$ cat src/rtl/mux_arb.sv
// N-channel registered multiplexer/arbiter with valid/ready handshaking.
// Supports fixed-priority, round-robin and explicit-select arbitration, chosen per cycle by mode.
module mux_arb #(
    parameter int unsigned NCH  = 5,
    parameter int unsigned DW   = 16,
    parameter int unsigned SELW = 3
) (
    input  logic                mclk,
    input  logic                mreset,
    input  logic [1:0]          mode,
    input  logic [SELW-1:0]     sel,
    input  logic [NCH-1:0]      in_valid,
    input  logic [NCH*DW-1:0]   in_data,
    output logic [NCH-1:0]      in_ready,
    output logic                out_valid,
    output logic [DW-1:0]       out_data,
    output logic [SELW-1:0]     out_ch,
    input  logic                out_ready
);

    typedef enum logic [1:0] {
        MODE_FIXED = 2'd0,
        MODE_RR    = 2'd1,
        MODE_SEL   = 2'd2,
        MODE_RSVD  = 2'd3
    } mode_e;

    logic [SELW-1:0] rr_ptr_q, rr_ptr_d;
    logic            out_valid_q, out_valid_d;
    logic [DW-1:0]   out_data_q, out_data_d;
    logic [SELW-1:0] out_ch_q, out_ch_d;

    logic            load_c;
    logic            gnt_any_c;
    logic [SELW-1:0] gnt_idx_c;
    logic            xfer_c;

    // Grant selection; loops run from the far end so the preferred candidate is written last.
    always_comb begin
        int unsigned c;
        logic [SELW-1:0] idx;
        gnt_any_c = 1'b0;
        gnt_idx_c = '0;
        c         = 0;
        idx       = '0;
        case (mode)
            MODE_FIXED: begin
                for (int unsigned i = NCH; i > 0; i--) begin
                    idx = SELW'(i - 1);
                    if (in_valid[idx]) begin
                        gnt_any_c = 1'b1;
                        gnt_idx_c = idx;
                    end
                end
            end
            MODE_RR: begin
                for (int unsigned k = NCH; k > 0; k--) begin
                    c   = (32'(rr_ptr_q) + k - 1) % NCH;
                    idx = SELW'(c);
                    if (in_valid[idx]) begin
                        gnt_any_c = 1'b1;
                        gnt_idx_c = idx;
                    end
                end
            end
            MODE_SEL: begin
                if (32'(sel) < NCH) begin
                    if (in_valid[sel]) begin
                        gnt_any_c = 1'b1;
                        gnt_idx_c = sel;
                    end
                end
            end
            default: begin
                gnt_any_c = 1'b0;
            end
        endcase
    end

    assign load_c   = !out_valid_q || out_ready;
    assign xfer_c   = load_c && gnt_any_c && !mreset;
    assign in_ready = xfer_c ? (NCH'(1) << gnt_idx_c) : '0;

    // Output register and round-robin pointer update.
    always_comb begin
        out_valid_d = out_valid_q;
        out_data_d  = out_data_q;
        out_ch_d    = out_ch_q;
        rr_ptr_d    = rr_ptr_q;
        if (xfer_c) begin
            out_valid_d = 1'b1;
            out_data_d  = in_data[32'(gnt_idx_c) * DW +: DW];
            out_ch_d    = gnt_idx_c;
            if (mode == MODE_RR) begin
                rr_ptr_d = (32'(gnt_idx_c) == NCH - 1) ? '0 : gnt_idx_c + SELW'(1);
            end
        end else if (out_ready) begin
            out_valid_d = 1'b0;
            out_data_d  = '0;
            out_ch_d    = '0;
        end
    end

    always_ff @(posedge mclk or posedge mreset) begin
        if (mreset) begin
            rr_ptr_q    <= '0;
            out_valid_q <= 1'b0;
            out_data_q  <= '0;
            out_ch_q    <= '0;
        end else begin
            rr_ptr_q    <= rr_ptr_d;
            out_valid_q <= out_valid_d;
            out_data_q  <= out_data_d;
            out_ch_q    <= out_ch_d;
        end
    end

    assign out_valid = out_valid_q;
    assign out_data  = out_data_q;
    assign out_ch    = out_ch_q;

endmodule

$ cat config.mk
export PLATFORM = sky130hd
export DESIGN_NAME = mux_arb
export DESIGN_NICKNAME = d
export VERILOG_FILES = /design/src/rtl/mux_arb.sv
export SDC_FILE = /design/constraint.sdc
export NUM_CORES = 1
export LEC_CHECK = 0
export CORE_MARGIN = 3
export CORE_UTILIZATION = 49
export CTS_CLUSTER_SIZE = 25
export DETAILED_ROUTE_END_ITERATION = 6
export MAX_ROUTING_LAYER = met4
export PLACE_DENSITY = 0.82
export SLEW_MARGIN = 25
export SYNTH_ARGS = -nofsm -noshare
export SYNTH_HDL_FRONTEND = slang
export SYNTH_SLANG_ARGS = --single-unit
export TNS_END_PERCENT = 20
$ cat constraint.sdc
create_clock -name mclk -period 9.6 [get_ports mclk]
set_input_delay 2.88 -clock mclk [delete_from_list [all_inputs] [get_ports mclk]]
set_output_delay 2.88 -clock mclk [all_outputs]
set_load 0.005 [all_outputs]
==> changes_impl.md, run 1 <==
## Flow update

- Root buffer cell: clkbuf_8
- WP data required: 6.72 ns
- Comb. pwr: 1710 uW
- Net Count, Synth: 657
- Outcome: complete, no violations
- Clock power frac: 3.4%
- Drt via density: 6.53
- First drt pass iteration count: 6
- Cell type with the largest total area: dfrtp_1
- Maximum number of pins on one net before global-route repair: 38
- Cell Area, Synth: 4060 um2
- # DRC: 0
- Area Overhead vs Synth: 31.5%
- Floorplan core density: 51.5%
- Post-synth top area share: between 10% and 20%
- Power Density: ~360 nW/um2
- Worst Hold Class: reg -> reg
- Hold path depth: 1
- Slew headroom: 36.8%
- Ys cells: 539
- Core area: 7890 um2
- Sequential share of power: 8.3%
- Overall Global Routing Usage: 29.6%
- Clk latency late pin: 0.27 ns
- P_leak: roughly 0.0022 uW
- DIE AREA: 9410 um2
- Cell Type Count: around 80
- Seq cells post-synth: 23
- First DRT Iteration DRCs: approximately 390
- Routed Antenna Nets: 0
- Die Width: roughly 97 um
- Post-synth EDFFs: 0
- ANT cells: 0
- Clk buf depth: 2
- Cell area leaders: dfrtp_1 (14%), ha_1 (7.7%), mux2i_1 (5.9%)
- Worst-path clk slew: approximately 0.090 ns
- Worst Tran Pin Value: 0.947 ns
- H-tree depth: 1
- Top Layout Cells: clkdlybuf4s50_1 (117), nor2_1 (50), inv_1 (46)
- Net Sw Power: 1070 uW
- Pwr top: combinational logic
- # hold bufs at CTS: 0
- Skew final: 0.00715 ns
- Tally of OpenROAD warnings: around 40
- IO Count: 118
- Vias post-DR: slightly below 5,000
- Final tally of max-slew violations: 0
- Fin. Hold Viols: 0
- Nets@finish: ~760
- CTS tree: yes
- Final-report setup violation count: 0
- Max VDD drop: between 0.15 and 0.2 mV
- Comb power frac: 88.3%
- Synth async-reset ratio: 100%
- Share of layout cells above drive strength 1: 7.52%
- Synthesized area per cell: 7.53 um2
- First-pass GRT wire length: about 23 mm
- Clk. pwr: 64.8 uW
- Hpwl dp: around 11 mm
- Wire length per cell: 19.3 um
- Seq share, synth: 14.2%
- Port Buffers: 117
- Overall power consumption: approximately 1900 uW
- # rows: 32
- Max-Cap Viols: 0
- Crit path arrival time: 6.45 ns
- Worst setup SP type: input pin
- Yosys chip area: 4060 um2
- Fin crit share: 97.2%
- Hold WS: 0.497 ns
- CP Capture Type: output pin
- F_max: 107 MHz
- Total Neg Setup Slack: 0 ns
- Synth Instances: between 500 and 600
- Fin crit period: just over 9 ns
- Max FO, Critical Path: 17
- DRT Wirelength: about 14 mm
- Final Wtd Congestion: 1.04
- Number of synthesis warnings: 0
- Commonest Layout Cell: clkdlybuf4s50_1
- CP Class: in -> out
- Cts bufs inserted: 3
- Total grt overflow: 0
- Initial antenna violation count: 0
- Reg2reg path depth: 17
- Main flop type: dfrtp_1
- Die H: 97.0 um
- Cell Int Power: about 860 uW
- Switching share of total power: between 50% and 60%
- RSZ-0062 raised after global routing: false
- Number of global-route vias before repair: 4,554
==> run 1: routing by layer <==
| metal | up-vias | wire (um) | share of wire, % | track usage, % |
|---|---|---|---|---|
| met2 | 252 | 7020 | 49 | 48.6 |
| met1 | 2315 | 6000 | 42 | 38.5 |
| met4 | 0 | 306 | 2.1 | 8.96 |
| met3 | 24 | 957 | 6.7 | 2.88 |
| li1 | 2242 | - | - | - |
| met5 | - | 0 | 0 | - |
==> run 1: area by class of cell <==
type                       count  area, um2
multi-input combinational    428       3110
fill                         657       2550
timing repair buffer         132       1280
sequential                    23        576
inverter                      51        194
tap                          102        128
clock buffer                   3       41.3
clock inverter                 1       5.00
==> run 1: metrics by stage <==
step / cells / util [%] / setup WS, ns / instance area [um2]
floorplan: 539 / - / 1.23 / 4060
global placement: 736 / 67.1 / 0.344 / 5290
detailed placement: 736 / 67.1 / 0.281 / 5290
CTS: 740 / 67.7 / 0.260 / 5340
global route: 740 / 67.7 / 0.0977 / 5340
finish: 740 / 67.7 / 0.269 / 5340
==> run 1: worst max-delay path, cell delays in order <==
cell and delay [ns]:
clkdlybuf4s50_1 0.50, nand2b_1 0.09, a2111oi_1 0.55, nor4_1 0.12
o22ai_1 0.30, o211ai_1 0.13, o211a_1 0.20, or4_1 0.48
nand3_4 0.22, inv_4 0.14, ha_1 0.25, and2_1 0.15
clkdlybuf4s50_1 0.44
==> run 1: logic make-up after synthesis <==
group | synth area share [%]
adders and majority gates | 7.71
muxes | 7.95
buffers and inverters | 9.37
xor gates and xnor gates | 1.48
AOI/OAI and AO/OA | 35.0
DFF | 14.2
and+or+nand+nor | 24.4
==> run 1: state kept, by name, summed over array words and instances (netlist names) <==
| signal | flops |
|---|---|
| out_ch | 3 |
| out_data | 16 |
| out_valid | 1 |
| rr_ptr_q | 3 |
==> run 1: cell usage after synthesis (all sizes together), types with 3 or more instances <==
master   instances
o2111ai          3
nor2            50
nand3            8
a2111oi          3
clkbuf          16
nor2b           11
a21oi           23
nand2           26
nand4b           4
a211o            4
ha              25
o211a            4
xnor2            4
o221ai           3
and2            11
a31oi            6
o32ai            3
nor3            15
a32o            15
nand2b          13
inv             50
or2              5
a21o             7
o21ai           17
or4              4
mux2             3
nor4             8
a221oi           5
o211ai          25
a211oi           8
nand4           15
a21boi           4
dfrtp           23
o22a             3
a22oi            5
o21a            10
o31ai           17
mux2i           24
o22ai            6
buf             21
==> run 1: path summary, 6_finish.rpt <==
| check | from | to | slack, ns |
|---|---|---|---|
| setup reg to reg | rr_ptr_q[0] | out_data[12] | 3.51 |
| hold reg to reg | out_data[11] | out_data[11] | 0.50 |
| setup / recovery | in_valid[0] | in_ready[4] | 0.27 |
| min in group asynchronous | mreset | out_data[8] | 3.15 |
| max in group asynchronous | mreset | out_data[4] | 5.87 |
| hold / removal | out_data[11] | out_data[11] | 0.50 |
==> run 1: repair_timing <==
action                                  in CTS  in global routing
resized                                      0                  1
endpoints found under the setup margin       0                  1
setup buffers                                0                  0
### Wiring by layer, run 1

The bar under the picture is 20 um long.
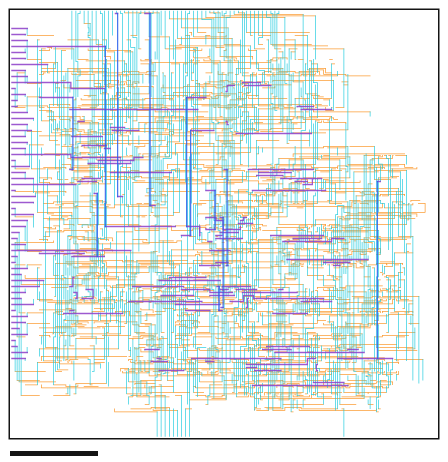
Blue stands for metal 4, wire length 306 um. Orange stands for metal 1, wire length 6,000 um. Purple stands for metal 3, wire length 957 um. Cyan stands for metal 2, wire length 7,020 um.

### The clock network, run 1

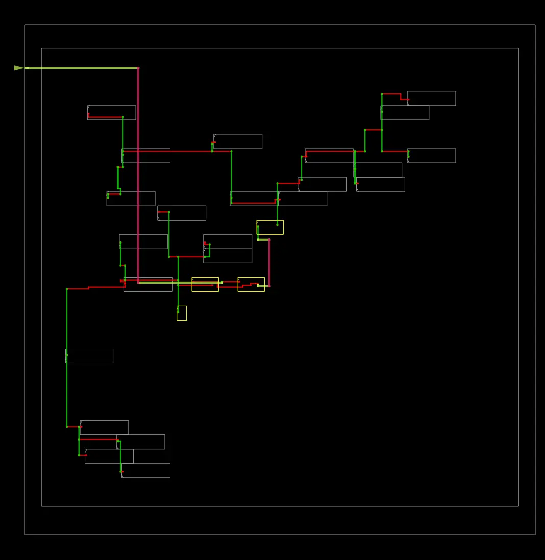
CLK BUF: 3
CTS Sinks: 23

### Sequential cells colored by netlist name, run 1

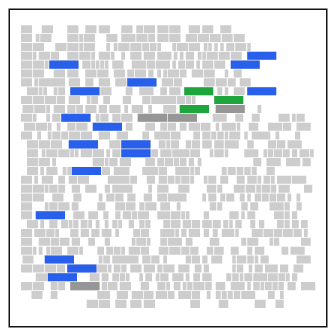
Blue stands for `out_data`, flops 16, where spread over the die. Green stands for `out_ch`, flops 3.
Another 4 sequential cells are not colored.
final core utilization: 67.7%
Seq power: 160 uW
Seq/total area: 10.8%
FF/Latch Area: 576 um2

### Clock wires, drivers and flops, run 1

The bar under the picture is 20 um long.
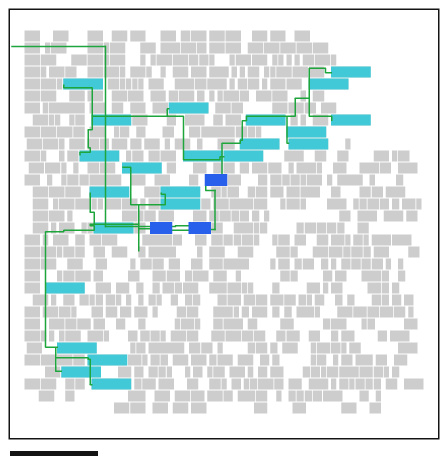
Blue stands for clock drivers, count 3. Cyan stands for flip-flops, count 23. Green stands for clock wires, length 369 um.
There are 4 routed clock nets.

--- run 2 (diff from run 1) ---
- CTS_CLUSTER_SIZE: 25 -> 30
==> run 2 against run 1 <==
  * Synthesized cell count unchanged
  * Critical endpoint unchanged
  * Largest power group unchanged
  * Critical path type unchanged
  * Routed wire length unchanged
  * Largest cell class unchanged
  * Global-route usage unchanged
  * Register-to-register slack about the same
  * Clock skew unchanged
==> changes_impl.md, run 2 <==
## Flow update

- Worst setup SP type: input pin (unchanged)
- Nets@finish: 757 (unchanged)
- Fin area: 5340 um2 (unchanged)
- Seq cells post-synth: 23 (unchanged)
- CTS Sinks: 23 (unchanged)
- H-tree depth: 1 (unchanged)
- Skew final: 0.00715 ns (unchanged)
- DIE AREA: 9410 um2 (unchanged)
- CTS tree: yes (unchanged)
- Worst Tran Pin Value: 0.947 ns (unchanged)
- DRT Wirelength: 14.3 mm (unchanged)
- # rows: 32 (unchanged)
- Placed cell areas: 5290 um2 (unchanged)
- Fin crit period: 9.33 ns (unchanged)
- First DRT Iteration DRCs: 394 (unchanged)
- Commonest Layout Cell: clkdlybuf4s50_1 (unchanged)
- Fin crit share: 97.2% (unchanged)
- Area Overhead vs Synth: 31.5% (unchanged)
- Maximum number of pins on one net before global-route repair: 38 (unchanged)
- F_max: 107 MHz (unchanged)
- Root buffer cell: clkbuf_8 (unchanged)
- Number of synthesis warnings: 0 (unchanged)
- Max-Cap Viols: 0 (unchanged)
- Seq share, synth: 14.2% (unchanged)
- Total Neg Setup Slack: 0 ns (unchanged)
- Final-report setup violation count: 0 (unchanged)
- Max FFs per register: 16 (unchanged)
- Yosys chip area: 4060 um2 (unchanged)
- Cell area leaders: dfrtp_1 (14%), ha_1 (7.7%), mux2i_1 (5.9%) (unchanged)
- Top cells by count, synth: nor2_1 (50), inv_1 (46), nand2_1 (26) (unchanged)
- Synthesized area per cell: 7.53 um2 (unchanged)
- Routed Antenna Nets: 0 (unchanged)
- Overall Global Routing Usage: 29.6% (unchanged)
- Max VDD drop: 0.181 mV (unchanged)
- Synth Instances: 539 (unchanged)
- Die Width: 97.0 um (unchanged)
- Slew headroom: 36.8% (unchanged)
- Critical Path Start: in_valid[0] (unchanged)
- Total grt overflow: 0 (unchanged)
- Share of layout cells above drive strength 1: 7.52% (unchanged)
- CP Class: in -> out (unchanged)
- Die H: 97.0 um (unchanged)
- Cell Area, Synth: 4060 um2 (unchanged)
- Max FO, Critical Path: 17 (unchanged)
- Synth async-reset ratio: 100% (unchanged)
- Worst Hold Launch: out_data[11] (unchanged)
- Cell Type Count: 80 (unchanged)
- RSZ-0062 raised after global routing: false (unchanged)
- Drt via density: 6.53 (unchanged)
- ANT cells: 0 (unchanged)
- Core area: 7890 um2 (unchanged)
- Net Count, Synth: 657 (unchanged)
- # DRC: 0 (unchanged)
- First drt pass iteration count: 6 (unchanged)
- P_leak: 0.00222 uW (unchanged)
- Initial antenna violation count: 0 (unchanged)
- Main flop type: dfrtp_1 (unchanged)
- Clk buf depth: 2 (unchanged)
- Hpwl dp: 11.2 mm (unchanged)
- Outcome: complete, no violations (unchanged)
- Top Layout Cells: clkdlybuf4s50_1 (117), nor2_1 (50), inv_1 (46) (unchanged)
- Cell type with the largest total area: dfrtp_1 (unchanged)
- WP data required: 6.72 ns (about the same)
- # hold bufs at CTS: 0 (unchanged)
- Fin. Hold Viols: 0 (unchanged)
- First-pass GRT wire length: 22.7 mm (unchanged)
- Most common cell in the netlist: nor2_1 (unchanged)
- Tally of OpenROAD warnings: 40 (unchanged)
- Final Wtd Congestion: 1.04 (unchanged)
- Post-synth EDFFs: 0 (unchanged)
- Ys cells: 539 (unchanged)
- CP Capture Type: output pin (unchanged)
- Crit path arrival time: 6.45 ns (about the same)
- Worst Hold Class: reg -> reg (unchanged)
- Floorplan core density: 51.5% (unchanged)
- Port Buffers: 117 (unchanged)
- Cts bufs inserted: 3 (unchanged)
- IO Count: 118 (unchanged)
- Final tally of max-slew violations: 0 (unchanged)
- R2R Path Start: rr_ptr_q[0] (unchanged)
- Clk latency late pin: 0.27 ns (about the same)
- Number of global-route vias before repair: 4,554 (unchanged)
- Post-synth top area share: 14.2% (unchanged)
- Hold WS: 0.497 ns (unchanged)
- Worst-path clk slew: 0.09 ns (about the same)
- Power Density: 362 nW/um2 (unchanged)
[run 2: timing repair]
item,4_1_cts,5_1_grt
resized,0,1
setup endpoints to repair,0,1
endpoints found under the hold margin,0,0
buffers inserted,0,0
[run 2: layout make-up]
type	count	area, um2
tap	102	128
clock inverter	1	5.00
fill	657	2550
timing repair buffer	132	1280
clock buffer	3	41.3
multi-input combinational	428	3110
sequential	23	576
inverter	51	194
[run 2: final timing paths]
check | cells after the start | slack [ns] | end
worst max-delay path | 13 | 0.27 | in_ready[4]
worst min-delay path | 1 | 0.50 | out_data[11]
worst max register to register | 17 | 3.51 | out_data[12]
worst min register to register | 1 | 0.50 | out_data[11]
max in group asynchronous | 2 | 5.87 | out_data[4]
min in group asynchronous | 2 | 3.15 | out_data[8]
[run 2: power breakdown]
| part | internal (uW) | total (uW) | leakage [uW] | switching [uW] |
|---|---|---|---|---|
| clock network | 29.1 | 64.8 | 0.0000255 | 35.7 |
| registers | 132 | 160 | 0.000303 | 28.0 |
| logic | 701 | 1710 | 0.00189 | 1010 |
| total | 863 | 1930 | 0.00222 | 1070 |
[run 2: worst max-delay path, cell delays in order]
cell and delay, ns:
clkdlybuf4s50_1 0.50, nand2b_1 0.09, a2111oi_1 0.55, nor4_1 0.12
o22ai_1 0.30, o211ai_1 0.13, o211a_1 0.20, or4_1 0.48
nand3_4 0.22, inv_4 0.14, ha_1 0.25, and2_1 0.15
clkdlybuf4s50_1 0.44
[run 2: logic make-up (layout without fill, tap and decap cells)]
family / count (synthesis) / count (layout) / share of synthesized area (%)
AOI/OAI and AO/OA: 188 / 188 / 35.0
xor gates and xnor gates: 6 / 6 / 1.48
adders and majority gates: 25 / 25 / 7.71
buffers and inverters: 88 / 187 / 9.37
DFF: 23 / 23 / 14.2
muxes: 29 / 29 / 7.95
and+or+nand+nor: 180 / 180 / 24.4
[run 2: metrics by stage]
step	total power, uW	instances	worst slack [ns]	util (%)
final	1930	740	0.269	67.7
after global routing	2080	740	0.0977	67.7
after CTS	1890	740	0.260	67.7
after detailed placement	1820	736	0.281	67.1
after global placement	1780	736	0.344	67.1
after floorplan	1420	539	1.23	-
[run 2: routing by layer]
metal	up-vias	part of all wire (%)	track usage [%]
li1	2242	-	-
met1	2315	42	38.5
met2	252	49	48.6
met3	24	6.7	2.88
met4	0	2.1	8.96
met5	-	0	-
### Sequential cells colored by netlist name, run 2

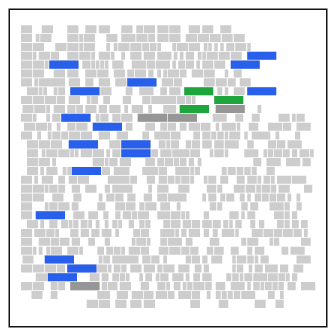
Blue stands for `out_data`, flops 16, where spread over the die. Green stands for `out_ch`, flops 3.
Another 4 sequential cells are not colored.

### Wiring by layer, run 2

The bar under the picture is 20 um long.
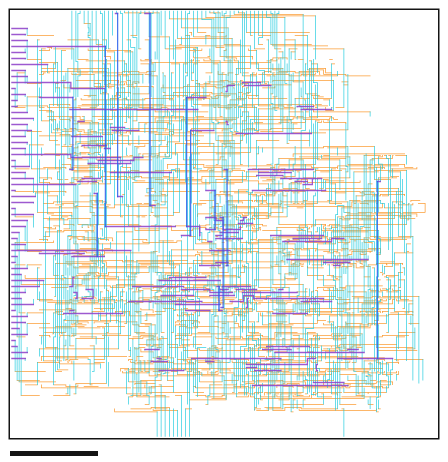
Orange stands for metal 1, wire length 6,000 um. Cyan stands for metal 2, wire length 7,020 um. Purple stands for metal 3, wire length 957 um. Blue stands for metal 4, wire length 306 um.
vias post-DR: 4,833
wire length per cell: 19.3 um

### I/O pins on the die edge, run 2

Pins as bars across the die edge, other pins in gray.
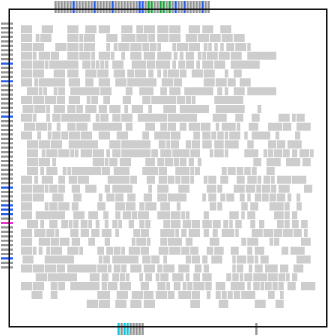
Blue stands for `out_data`, pins 16, direction output, edge 8 top, 8 left. Cyan stands for `sel`, pins 3, direction input, edge bottom. Green stands for `in_ready`, pins 5, direction output, edge top. Magenta stands for `out_ready`, pins 1, direction input, edge left.

Power is estimated from default activity; no workload was simulated.
